===== config.mk =====
export PLATFORM = sky130hd
export DESIGN_NAME = mem_arbiter_flat
export DESIGN_NICKNAME = d
export VERILOG_FILES = /design/src/rtl/mem_arbiter_if.sv /design/src/rtl/mem_arbiter.sv /design/src/flat_wrapper.sv
export SDC_FILE = /design/constraint.sdc
export NUM_CORES = 1
export LEC_CHECK = 0
export CORE_MARGIN = 2
export CORE_UTILIZATION = 41
export DETAILED_ROUTE_END_ITERATION = 10
export PLACE_DENSITY = 0.82
export SLEW_MARGIN = 20
export SYNTH_ARGS = -nofsm -noshare
export SYNTH_HDL_FRONTEND = slang
export SYNTH_SLANG_ARGS = --single-unit

===== constraint.sdc =====
create_clock -name clk -period 1.75 [get_ports clk]
set_input_delay 0.35 -clock clk [delete_from_list [all_inputs] [get_ports clk]]
set_output_delay 0.35 -clock clk [all_outputs]
set_load 0.01 [all_outputs]

===== src/rtl/mem_arbiter_if.sv =====
// Request, completion and memory-macro signals shared by the CPU controller, the DMA/loader
// port and the unified memory. The slave modport is the arbiter's view.
interface mem_arbiter_if #(
  parameter int unsigned ADDR_W = 32,
  parameter int unsigned DATA_W = 32
);
  logic              cpu_req;
  logic              cpu_we;
  logic [ADDR_W-1:0] cpu_addr;
  logic [DATA_W-1:0] cpu_wdata;
  logic [DATA_W-1:0] cpu_rdata;
  logic              cpu_stall;

  logic              dma_req;
  logic              dma_we;
  logic [ADDR_W-1:0] dma_addr;
  logic [DATA_W-1:0] dma_wdata;
  logic [DATA_W-1:0] dma_rdata;
  logic              dma_ack;

  logic              mem_en;
  logic              mem_we;
  logic [ADDR_W-1:0] mem_addr;
  logic [DATA_W-1:0] mem_wdata;
  logic [DATA_W-1:0] mem_rdata;

  modport slave (
    input  cpu_req, cpu_we, cpu_addr, cpu_wdata,
    input  dma_req, dma_we, dma_addr, dma_wdata,
    input  mem_rdata,
    output cpu_rdata, cpu_stall,
    output dma_rdata, dma_ack,
    output mem_en, mem_we, mem_addr, mem_wdata
  );

  modport master (
    output cpu_req, cpu_we, cpu_addr, cpu_wdata,
    output dma_req, dma_we, dma_addr, dma_wdata,
    output mem_rdata,
    input  cpu_rdata, cpu_stall,
    input  dma_rdata, dma_ack,
    input  mem_en, mem_we, mem_addr, mem_wdata
  );
endinterface


===== src/rtl/mem_arbiter.sv =====
// Serializes CPU and DMA accesses onto one fixed-latency synchronous memory. CPU has priority;
// a bounded run of CPU grants while DMA waits forces the next grant to DMA.
module mem_arbiter #(
  parameter int unsigned ADDR_W     = 32,
  parameter int unsigned DATA_W     = 32,
  parameter int unsigned MEM_LAT    = 2,
  parameter int unsigned STARVE_LIM = 4
) (
  input logic          clk,
  input logic          rst,
  mem_arbiter_if.slave bus
);

  localparam int unsigned LatW    = $clog2(MEM_LAT + 1);
  localparam int unsigned StarveW = $clog2(STARVE_LIM + 1);

  typedef enum logic [1:0] {StIdle, StIssue, StWait, StDone} state_e;
  typedef enum logic {OwnCpu, OwnDma} owner_e;

  state_e              state_q, state_d;
  owner_e              owner_q, owner_d;
  logic                we_q, we_d;
  logic [ADDR_W-1:0]   addr_q, addr_d;
  logic [DATA_W-1:0]   wdata_q, wdata_d;
  logic [LatW-1:0]     lat_cnt_q, lat_cnt_d;
  logic [StarveW-1:0]  starve_cnt_q, starve_cnt_d;
  logic [DATA_W-1:0]   cpu_rdata_q, cpu_rdata_d;
  logic [DATA_W-1:0]   dma_rdata_q, dma_rdata_d;

  logic any_req;
  logic starved;
  logic grant_dma;

  assign any_req   = bus.cpu_req | bus.dma_req;
  assign starved   = (starve_cnt_q == StarveW'(STARVE_LIM));
  assign grant_dma = bus.dma_req & (~bus.cpu_req | starved);

  always_comb begin
    state_d      = state_q;
    owner_d      = owner_q;
    we_d         = we_q;
    addr_d       = addr_q;
    wdata_d      = wdata_q;
    lat_cnt_d    = lat_cnt_q;
    starve_cnt_d = starve_cnt_q;
    cpu_rdata_d  = cpu_rdata_q;
    dma_rdata_d  = dma_rdata_q;

    unique case (state_q)
      StIdle: begin
        if (any_req) begin
          state_d = StIssue;
          if (grant_dma) begin
            owner_d      = OwnDma;
            we_d         = bus.dma_we;
            addr_d       = bus.dma_addr;
            wdata_d      = bus.dma_wdata;
            starve_cnt_d = '0;
          end else begin
            owner_d = OwnCpu;
            we_d    = bus.cpu_we;
            addr_d  = bus.cpu_addr;
            wdata_d = bus.cpu_wdata;
            if (bus.dma_req && !starved) begin
              starve_cnt_d = starve_cnt_q + 1'b1;
            end
          end
        end
      end
      StIssue: begin
        if (we_q) begin
          state_d = StDone;
        end else begin
          state_d   = StWait;
          lat_cnt_d = LatW'(1);
        end
      end
      StWait: begin
        if (lat_cnt_q == LatW'(MEM_LAT)) begin
          state_d = StDone;
          if (owner_q == OwnDma) begin
            dma_rdata_d = bus.mem_rdata;
          end else begin
            cpu_rdata_d = bus.mem_rdata;
          end
        end else begin
          lat_cnt_d = lat_cnt_q + 1'b1;
        end
      end
      StDone: begin
        state_d = StIdle;
      end
      default: begin
        state_d = StIdle;
      end
    endcase

    // A DMA port that is not asking cannot be starved.
    if (!bus.dma_req) begin
      starve_cnt_d = '0;
    end
  end

  always_ff @(posedge clk) begin
    if (rst) begin
      state_q      <= StIdle;
      owner_q      <= OwnCpu;
      we_q         <= 1'b0;
      addr_q       <= '0;
      wdata_q      <= '0;
      lat_cnt_q    <= '0;
      starve_cnt_q <= '0;
      cpu_rdata_q  <= '0;
      dma_rdata_q  <= '0;
    end else begin
      state_q      <= state_d;
      owner_q      <= owner_d;
      we_q         <= we_d;
      addr_q       <= addr_d;
      wdata_q      <= wdata_d;
      lat_cnt_q    <= lat_cnt_d;
      starve_cnt_q <= starve_cnt_d;
      cpu_rdata_q  <= cpu_rdata_d;
      dma_rdata_q  <= dma_rdata_d;
    end
  end

  assign bus.mem_en    = (state_q == StIssue);
  assign bus.mem_we    = (state_q == StIssue) & we_q;
  assign bus.mem_addr  = addr_q;
  assign bus.mem_wdata = wdata_q;

  assign bus.cpu_rdata = cpu_rdata_q;
  assign bus.dma_rdata = dma_rdata_q;
  assign bus.dma_ack   = (state_q == StDone) & (owner_q == OwnDma);
  assign bus.cpu_stall = bus.cpu_req & ~((state_q == StDone) & (owner_q == OwnCpu));

endmodule


===== src/flat_wrapper.sv =====
// flat-port wrapper written by rule: the top's interface ports become plain ports
module mem_arbiter_flat 
#(
  parameter int unsigned ADDR_W     = 32,
  parameter int unsigned DATA_W     = 32,
  parameter int unsigned MEM_LAT    = 2,
  parameter int unsigned STARVE_LIM = 4
)
  (clk, rst, bus_cpu_req, bus_cpu_we, bus_cpu_addr, bus_cpu_wdata, bus_dma_req, bus_dma_we, bus_dma_addr, bus_dma_wdata, bus_mem_rdata, bus_cpu_rdata, bus_cpu_stall, bus_dma_rdata, bus_dma_ack, bus_mem_en, bus_mem_we, bus_mem_addr, bus_mem_wdata);
  mem_arbiter_if #(.ADDR_W(ADDR_W), .DATA_W(DATA_W)) bus_i ();
  input logic clk;
  input logic rst;
  input wire logic [$bits(bus_i.cpu_req)-1:0] bus_cpu_req;
  input wire logic [$bits(bus_i.cpu_we)-1:0] bus_cpu_we;
  input wire logic [$bits(bus_i.cpu_addr)-1:0] bus_cpu_addr;
  input wire logic [$bits(bus_i.cpu_wdata)-1:0] bus_cpu_wdata;
  input wire logic [$bits(bus_i.dma_req)-1:0] bus_dma_req;
  input wire logic [$bits(bus_i.dma_we)-1:0] bus_dma_we;
  input wire logic [$bits(bus_i.dma_addr)-1:0] bus_dma_addr;
  input wire logic [$bits(bus_i.dma_wdata)-1:0] bus_dma_wdata;
  input wire logic [$bits(bus_i.mem_rdata)-1:0] bus_mem_rdata;
  output wire logic [$bits(bus_i.cpu_rdata)-1:0] bus_cpu_rdata;
  output wire logic [$bits(bus_i.cpu_stall)-1:0] bus_cpu_stall;
  output wire logic [$bits(bus_i.dma_rdata)-1:0] bus_dma_rdata;
  output wire logic [$bits(bus_i.dma_ack)-1:0] bus_dma_ack;
  output wire logic [$bits(bus_i.mem_en)-1:0] bus_mem_en;
  output wire logic [$bits(bus_i.mem_we)-1:0] bus_mem_we;
  output wire logic [$bits(bus_i.mem_addr)-1:0] bus_mem_addr;
  output wire logic [$bits(bus_i.mem_wdata)-1:0] bus_mem_wdata;
  assign bus_i.cpu_req = bus_cpu_req;
  assign bus_i.cpu_we = bus_cpu_we;
  assign bus_i.cpu_addr = bus_cpu_addr;
  assign bus_i.cpu_wdata = bus_cpu_wdata;
  assign bus_i.dma_req = bus_dma_req;
  assign bus_i.dma_we = bus_dma_we;
  assign bus_i.dma_addr = bus_dma_addr;
  assign bus_i.dma_wdata = bus_dma_wdata;
  assign bus_i.mem_rdata = bus_mem_rdata;
  assign bus_cpu_rdata = bus_i.cpu_rdata;
  assign bus_cpu_stall = bus_i.cpu_stall;
  assign bus_dma_rdata = bus_i.dma_rdata;
  assign bus_dma_ack = bus_i.dma_ack;
  assign bus_mem_en = bus_i.mem_en;
  assign bus_mem_we = bus_i.mem_we;
  assign bus_mem_addr = bus_i.mem_addr;
  assign bus_mem_wdata = bus_i.mem_wdata;
  mem_arbiter #(.ADDR_W(ADDR_W), .DATA_W(DATA_W), .MEM_LAT(MEM_LAT), .STARVE_LIM(STARVE_LIM)) u_core (.clk(clk), .rst(rst), .bus(bus_i));
endmodule

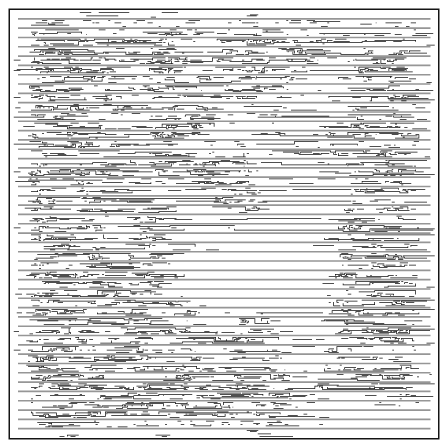
**Above:** run 1 (met1 routing).
Supply wires on this layer in grey.
share of all routed wire: 39%
longest straight run: 41.2 um
nets with wire on the layer: 996
wire length on this layer: 7750 um
main direction: horizontal
met1 track demand over resource: 0.2714
routed via count: 6316
detailed-route wire length: 19840 um

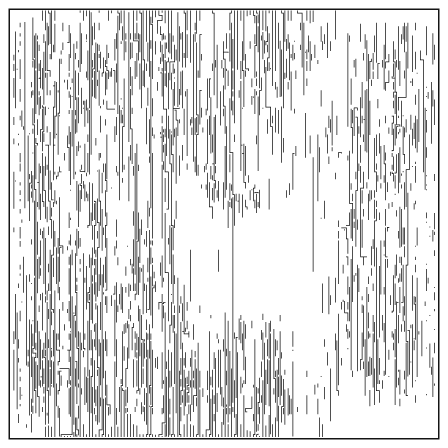
**Above:** run 1 (the metal 2 layer).
longest straight run: 59.8 um
main direction: vertical
share of all routed wire: 49%
global-route met2 utilization: 0.4047

==> Changelog: implementation, run 1 <==
### Metrics

* Synthesized netlist net count at 890
* Total iterations of the first detailed-routing run at 5
* Mean Syn Cell Area at 8.369 um2
* Beginning of the critical path: u_core.bus.mem_addr[29]
* Number of clock buffers inserted by TritonCTS at 17
* Classification of the worst-slack hold path: input port to register
* Sequential power share at 0.321
* Critical Setup Path Class: register to primary output
* Remaining number of nets flagged by the antenna check after routing at 0
* Aggregate global-route resource usage at 0.2406
* Y dimension of the die at 125.0 um
* Antenna fix cells at 0
* Worst slew margin at 0.7038
* Leading power group: combinational logic
* Net count reported at finish at 1164
* IR Drop Worst-Case VDD at 771.4 uV
* Port Buffers at 297
* Placement-stage cell area at 0.009158 mm2
* Primary FF master, synth: dfxtp_1
* Number of instances in the placed design at 1152
* Dominant logic cell types in the final layout: clkdlybuf4s50_1 (291), dfxtp_1 (134), nand2_1 (131)
* Synth warnings at 0
* Number of flip-flops and latches in the synthesized netlist at 137
* Wire length of the first global-routing pass at 30350 um
* Leakage component of the power at 3.441 nW
* Crit path to: bus_mem_addr[29]
* Power spent charging and discharging nets at 3.809 mW
* Critical-path top delay cell: clkdlybuf4s50_1
* Antenna violations before repair at 0
* Cell row count at 44
* Most used logic cell in the final layout: clkdlybuf4s50_1
* Worst clock skew at 0.007118 ns
* Ys cells at 717
* Flop2flop setup slack at 0.10 ns
* Number of clock sinks seen by CTS at 137
* Total power after layout at 12.54 mW
* Slew at the pin with the worst max-slew slack at 0.4404 ns
* CP startpoint kind: register
* Ratio of routed vias to standard cells at 5.316
* Status: finished, final reports clean
* Weighted congestion reported at the end of routability-driven placement at 0.8451
* Growth of design area from synthesis to finish at 65.10%
* MI comb area at 0.002816 mm2
* Critical-path cell list: clkdlybuf4s50_1
* Family with the most delay on the worst path: buffers and inverters
* Clock insertion delay at the later pin of the skew report at 0.42 ns
* Cell Count, Final, Fillers Out at 1188
* Part of the total power dissipated in the clock network at 0.328
* Combinational power share at 0.352
* Cell depth of the worst flop-to-flop path at 7
* Maximum number of buffers from clock root to sink at 2
* Overflow left after global routing at 0
* Area of the synthesized netlist per yosys stat at 0.006001 mm2
* Arrival @ worst endpoint at 1.35 ns
* Internal at 8.727 mW
* Number of I/O pins at 298
* Endpoint, Worst Hold: u_core.bus.mem_wdata[18]
* Max Cap Viol at 0
* HPWL after detailed placement at 13800 um
* Crit-path max cell delay at 0.60 ns
* Seq. cell area at 0.002749 mm2
* Area share of the largest cell type after synthesis at 0.4570
* Post-synthesis sequential area ratio at 0.4570
* Clock-pin transition on the worst setup and hold timing paths at 0.06 ns
* Clock-net power at 4.11 mW
* Clock period minus worst slack at 1.698 ns
* Chip area at 0.01562 mm2
* Highest fanout seen on the critical path at 2
* X dimension of the die at 125.0 um
* H-tree depth at 4
* Beginning of the worst hold path: rst
* Via count of the first global-routing pass at 5900
* Post-synth tally of flip-flops with integrated enable at 0
* Worst Path Required at 1.40 ns
* Post-layout utilization of the core at 0.6868
* Layout filler cell count at 1135
* Final hold violation count at 0
* Cell depth of the worst hold path at 2
* Number of distinct library cells after synthesis at 34
* Stages on the worst setup path at 1
* Initial DRC Count at 359
* Wire length per cell after detailed routing at 16.70 um
* Buffer-and-inverter tally for the worst setup path at 1
* Reg-to-reg critical path startpoint: u_core.starve_cnt_q[0]
* Unrepaired setup endpoints after global routing: false
* Final Max Tran Viols at 0
* # resized after CTS at 16
* Largest net degree at the start of global routing at 50
* Total negative setup slack at 0 ns
* Design Area, Final at 0.009907 mm2
* Final setup violation count at 0
* Endpoint of the worst-slack reg-to-reg timing path: u_core.bus.mem_addr[18]
* Cell area power density at 1265 mW/mm2
* Post-CTS Hold Buffers at 0
* P_seq at 4.02 mW
* Post-synthesis cell count at 717
* Fraction of final layout cells with drive strength greater than 1 at 0.1076
* Asr flop ratio synth at 0
* Detailed-route DRC error count at 0
* Synth top area cells: dfxtp_1 (46%), nand2_1 (8.2%), a311oi_2 (7.3%), a21oi_1 (5.8%), nand3_1 (5.8%)
* CTS tree: built
* Kind of capture point of the worst setup path: primary output
* Post-synthesis instance area at 0.006001 mm2
* Core Box Area at 0.01442 mm2
* Log Warnings at 30
* Maximum achievable frequency at 589.1 MHz
* Comb group at 4.41 mW
* Top cell type by total area after synthesis: dfxtp_1
* Clock root buffer: clkbuf_16
* Starting Density at 0.4160
* Switching Share at 0.3038
* Part of the cycle the worst path needs at 0.9700
* Total setup buffers inserted after CTS at 0
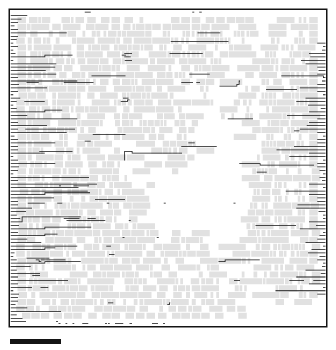
**Above:** run 1 (signal wires on met3).
Bar = 20 um. Cells faint in the background.
wire length on this layer: 1630 um
main direction: horizontal
longest straight run: 33.8 um
nets with wire on the layer: 201
share of all routed wire: 8.2%
global-route track usage on met3: 0.08430

run 1: stage by stage:
stage	hold WS (ns)	setup WS, ns
3_3_place_gp	0.4410	-0.1592
2_1_floorplan	0.4486	0.2333
5_1_grt	0.2877	0.003680
3_5_place_dp	0.4465	-0.1582
6_report	0.2889	0.05243
4_1_cts	0.2778	0.01457
run 1: flip-flops by register name, summed over array words and instances, names as in the netlist:
register / count
u_core.bus.dma_rdata: 32
u_core.bus.mem_wdata: 32
u_core.we_q: 1
u_core.bus.mem_addr: 32
u_core.owner_q: 1
u_core.bus.cpu_rdata: 32
u_core.state_q: 2
u_core.lat_cnt_q: 2
u_core.starve_cnt_q: 3
run 1: per-layer routing:
metal  wire (um)  part of all wire  track usage
met1        7748              0.39       0.2714
met5           0                 0            0
met2        9774              0.49       0.4047
met4         684             0.034       0.1196
met3        1634             0.082      0.08430
run 1: layout make-up:
cell class | instances | area share
Timing Repair Buffer | 328 | 0.3435
Multi-Input combinational cell | 499 | 0.2843
Sequential cell | 137 | 0.2775
Clock buffer | 21 | 0.04648
Tap cell | 184 | 0.02324
Clock inverter | 11 | 0.02198
Inverter | 8 | 0.003031
run 1: Yosys cell counts, types with 2 or more instances:
master and number:
nand3b_1 2, clkbuf_2 4, a21oi_1 70, inv_1 8, clkbuf_1 27, buf_6 11, nand2b_1 2, nor2b_1 2
o21ai_0 47, and2_1 2, dfxtp_1 137, a311oi_1 38, nand3_1 69, buf_2 20, buf_4 10, ha_1 7
o21ai_1 19, a21bo_2 2, nor2_1 66, a21boi_0 2, nand2_1 131, a311oi_2 29
run 1: cells by family after synthesis:
kind of cell,share of synthesized area
buffers and inverters,0.07569
flip-flops,0.4570
AND/OR/NAND/NOR,0.1972
AND-OR/OR-AND,0.2554
adder cells (fa/ha/maj),0.01459
## Run 2: what changed since run 1
- CORE_UTILIZATION: 41 -> 44
- PLACE_DENSITY: 0.82 -> 0.87
- SLEW_MARGIN: 20 -> unset
- clock period: 1.75 -> 2.1 ns (I/O delays scaled with it)
==> run 2 against run 1 <==
  * Clock skew rose by 0.0020 ns
  * Critical path depth rose by 3
  * Area after synthesis did not move
  * Largest cell class unchanged
  * Synthesized cell count did not move
  * Final cell count fell by 1.3%
==> Changelog: implementation, run 2 <==
### Metrics

* Ys cells at 717 (unchanged)
* Synth top area cells: dfxtp_1 (46%), nand2_1 (8.2%), a311oi_2 (7.3%), a21oi_1 (5.8%), nand3_1 (5.8%) (unchanged)
* Cell area power density at 1048 mW/mm2 (was 1265 mW/mm2)
* Combinational power share at 0.347 (was 0.352)
* Dominant logic cell types in the final layout: clkdlybuf4s50_1 (291), dfxtp_1 (135), nand2_1 (131) (was clkdlybuf4s50_1 (291), dfxtp_1 (134), nand2_1 (131))
* CTS tree: built (unchanged)
* CP startpoint kind: register (unchanged)
* Asr flop ratio synth at 0 (unchanged)
* Met2 Routed Length at 9447 um (was 9774 um)
* Post-synthesis sequential area ratio at 0.4570 (unchanged)
* Total iterations of the first detailed-routing run at 5 (unchanged)
* Crit path to: bus_mem_we (was bus_mem_addr[29])
* Top cell type by total area after synthesis: dfxtp_1 (unchanged)
* Number of flip-flops and latches in the synthesized netlist at 137 (unchanged)
* Synth warnings at 0 (unchanged)
* Clock period minus worst slack at 1.944 ns
* Y dimension of the die at 120.8 um (was 125.0 um)
* Fraction of final layout cells with drive strength greater than 1 at 0.09428 (was 0.1076)
* Top post-synthesis cells by count: dfxtp_1 (137), nand2_1 (131), a21oi_1 (70) (unchanged)
* Worst slew margin at 0.6360 (was 0.7038)
* Mean Syn Cell Area at 8.369 um2 (unchanged)
* Number of clock buffers inserted by TritonCTS at 17 (unchanged)
* Clock root buffer: clkbuf_16 (unchanged)
* Number of clock sinks seen by CTS at 137 (unchanged)
* Leakage component of the power at 3.397 nW (was 3.441 nW)
* Sequential power share at 0.328 (was 0.321)
* Core Box Area at 0.01330 mm2 (was 0.01442 mm2)
* Remaining number of nets flagged by the antenna check after routing at 0 (unchanged)
* Final hold violation count at 0 (unchanged)
* Cell row count at 42 (was 44)
* Area of the synthesized netlist per yosys stat at 0.006001 mm2 (unchanged)
* HPWL after detailed placement at 13460 um (was 13800 um)
* Beginning of the worst hold path: bus_dma_req (was rst)
* Overflow left after global routing at 0 (unchanged)
* Cell depth of the worst hold path at 3 (was 2)
* Final setup violation count at 0 (unchanged)
* Aggregate global-route resource usage at 0.2629 (was 0.2406)
* X dimension of the die at 120.8 um (was 125.0 um)
* Status: finished, final reports clean (unchanged)
* Via count of the first global-routing pass at 6089 (was 5900)
* Worst clock skew at 0.009151 ns (was 0.007118 ns)
* Flop2flop setup slack at 0.36 ns (was 0.10 ns)
* Reg-to-reg critical path startpoint: u_core.starve_cnt_q[0] (unchanged)
* Synthesized netlist net count at 890 (unchanged)
* Detailed-route wire length on metal 1 at 6935 um (was 7748 um)
* Port Buffers at 297 (unchanged)
* Leading power group: combinational logic (unchanged)
* Largest net degree at the start of global routing at 69 (was 50)
* Seq. cell area at 0.002745 mm2 (was 0.002749 mm2)
* Clock-net power at 3.31 mW (was 4.11 mW)
* Initial DRC Count at 383 (was 359)
* Endpoint, Worst Hold: u_core.bus.mem_addr[13] (was u_core.bus.mem_wdata[18])
* Maximum achievable frequency at 514.3 MHz
* Worst Path Required at 1.68 ns (was 1.40 ns)
* Beginning of the critical path: u_core.state_q[1] (was u_core.bus.mem_addr[29])
* Internal at 7.067 mW (was 8.727 mW)
* Final Max Tran Viols at 0 (unchanged)
* Ratio of routed vias to standard cells at 5.369 (was 5.316)
* Wire length of the first global-routing pass at 30070 um (was 30350 um)
* Net count reported at finish at 1157 (was 1164)
* Critical Setup Path Class: register to primary output (unchanged)
* Total negative setup slack at 0 ns (unchanged)
* Layout filler cell count at 981 (was 1135)
* Most repeated cell in the gate-level netlist after synthesis: dfxtp_1 (unchanged)
* Switching Share at 0.3069 (was 0.3038)
* Post-synthesis cell count at 717 (unchanged)
* Maximum number of buffers from clock root to sink at 2 (unchanged)
* H-tree depth at 4 (unchanged)
* Number of distinct library cells after synthesis at 34 (unchanged)
* Max Cap Viol at 0 (unchanged)
* Arrival @ worst endpoint at 1.52 ns (was 1.35 ns)
* Met3 WL at 1957 um (was 1634 um)
* Classification of the worst-slack hold path: input port to register (unchanged)
* Kind of capture point of the worst setup path: primary output (unchanged)
* Antenna violations before repair at 0 (unchanged)
* Power spent charging and discharging nets at 3.128 mW (was 3.809 mW)
* Growth of design area from synthesis to finish at 62.16% (was 65.10%)
* Weighted congestion reported at the end of routability-driven placement at 0.8412 (was 0.8451)
* Uppermost signal routing layer after detailed routing: met4 (unchanged)
* Slew at the pin with the worst max-slew slack at 0.5460 ns (was 0.4404 ns)
* Global-route met2 utilization at 0.4484 (was 0.4047)
* Unrepaired setup endpoints after global routing: false (unchanged)
* Starting Density at 0.4513 (was 0.4160)
* Number of I/O pins at 298 (unchanged)
* Post-CTS Hold Buffers at 0 (unchanged)
* Wire length per cell after detailed routing at 16.38 um (was 16.70 um)
* Log Warnings at 30 (unchanged)
* Cell depth of the worst flop-to-flop path at 6 (was 7)
* MI comb area at 0.002811 mm2 (was 0.002816 mm2)
* Most used logic cell in the final layout: clkdlybuf4s50_1 (unchanged)
* P_seq at 3.35 mW (was 4.02 mW)
* Chip area at 0.01459 mm2 (was 0.01562 mm2)
* Post-synth tally of flip-flops with integrated enable at 0 (unchanged)
* Clock insertion delay at the later pin of the skew report at 0.41 ns (was 0.42 ns)
* Clock-pin transition on the worst setup and hold timing paths at 0.06 ns (about the same)
* Part of the total power dissipated in the clock network at 0.324 (was 0.328)
* IR Drop Worst-Case VDD at 595.0 uV (was 771.4 uV)
* Comb group at 3.54 mW (was 4.41 mW)
* Global-route layer with the greatest usage: met2 (unchanged)
* Area share of the largest cell type after synthesis at 0.4570 (unchanged)
* Highest fanout seen on the critical path at 4 (was 2)
* Part of the cycle the worst path needs at 0.9259
* Endpoint of the worst-slack reg-to-reg timing path: u_core.bus.mem_addr[18] (unchanged)
* Post-layout utilization of the core at 0.7319 (was 0.6868)
* Post-synthesis instance area at 0.006001 mm2 (unchanged)
* Detailed-route DRC error count at 0 (unchanged)
* Primary FF master, synth: dfxtp_1 (unchanged)
* Antenna fix cells at 0 (unchanged)
==> run 2: netlist changes by cell type in the layout (fill, tap and decap cells not counted), sizes merged <==
cell	before	now
dlygate4sd2	0	2
clkdlybuf4s15	1	0
buf	34	26
dlymetal6s2s	0	2
clkinv	3	4
bufinv	6	5
clkbuf	23	21
==> run 2: stage by stage <==
step / cell area, um2 / hold slack, ns / power [mW] / setup slack (ns) / instances
floorplan: 6001 / 0.4486 / 5.401 / 0.5833 / 717
global placement: 9062 / 0.4409 / 6.838 / 0.05741 / 1141
detailed placement: 9062 / 0.4457 / 6.907 / 0.03880 / 1141
CTS: 9724 / 0.3970 / 10.26 / 0.002126 / 1173
global route: 9731 / 0.4240 / 10.71 / 0.07187 / 1173
finish: 9731 / 0.4141 / 10.20 / 0.1555 / 1173
==> run 2: what timing repair did <==
item / 4_1_cts / 5_1_grt
setup buffers: 0 / 0
cloned: 0 / 0
gates resized: 3 / 3
setup endpoints to repair: 3 / 2
==> run 2: kinds of logic (layout without fill, tap and decap cells) <==
group,count (synthesis),count (layout),synth area share
adder cells (fa/ha/maj),7,7,0.01459
AND-OR/OR-AND,212,212,0.2554
buffers and inverters,81,361,0.07569
flip-flops,137,137,0.4570
AND/OR/NAND/NOR,280,280,0.1972
==> run 2: critical path: stages (launching register included) <==
cell and delay [ns]:
dfxtp_2 0.34, inv_1 0.08, ha_1 0.21, and2_1 0.18, dlygate4sd2_1 0.31
==> run 2: layout make-up <==
type                            count  share of cell area
Timing Repair Buffer              321              0.3351
Multi-Input combinational cell    499              0.2889
Inverter                            8            0.003086
Sequential cell                   137              0.2821
Clock inverter                     11             0.01980
Tap cell                          176             0.02263
Clock buffer                       21             0.04835
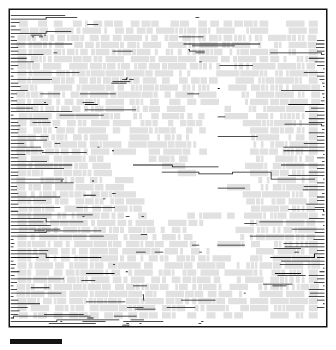
**Above:** run 2 (signal wires on met3).
Bar = 20 um. Cells faint in the background.
share of all routed wire: 10%
nets with wire on the layer: 207
global-route track usage on met3: 0.1057
detailed-route wire length: 19220 um
routed via count: 6298

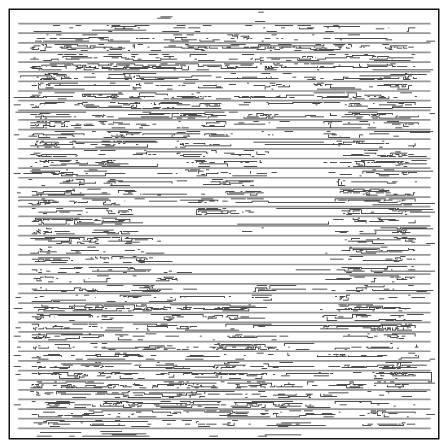
**Above:** run 2 (met1 routing).
Supply wires on this layer in grey.
share of all routed wire: 36%
wire length on this layer: 6940 um
longest straight run: 33.6 um
main direction: horizontal
met1 track demand over resource: 0.2744

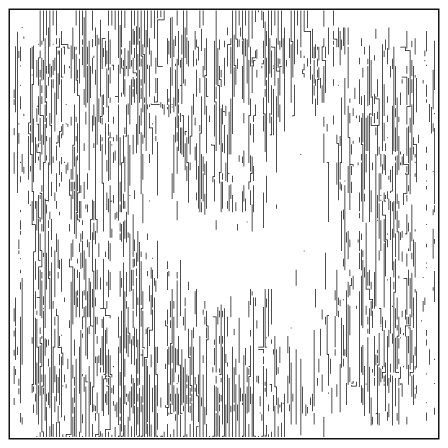
**Above:** run 2 (the metal 2 layer).
wire length on this layer: 9450 um
main direction: vertical
share of all routed wire: 49%
nets with wire on the layer: 951
longest straight run: 49.0 um

No activity file was given, so power comes from the tool's default toggle rates.
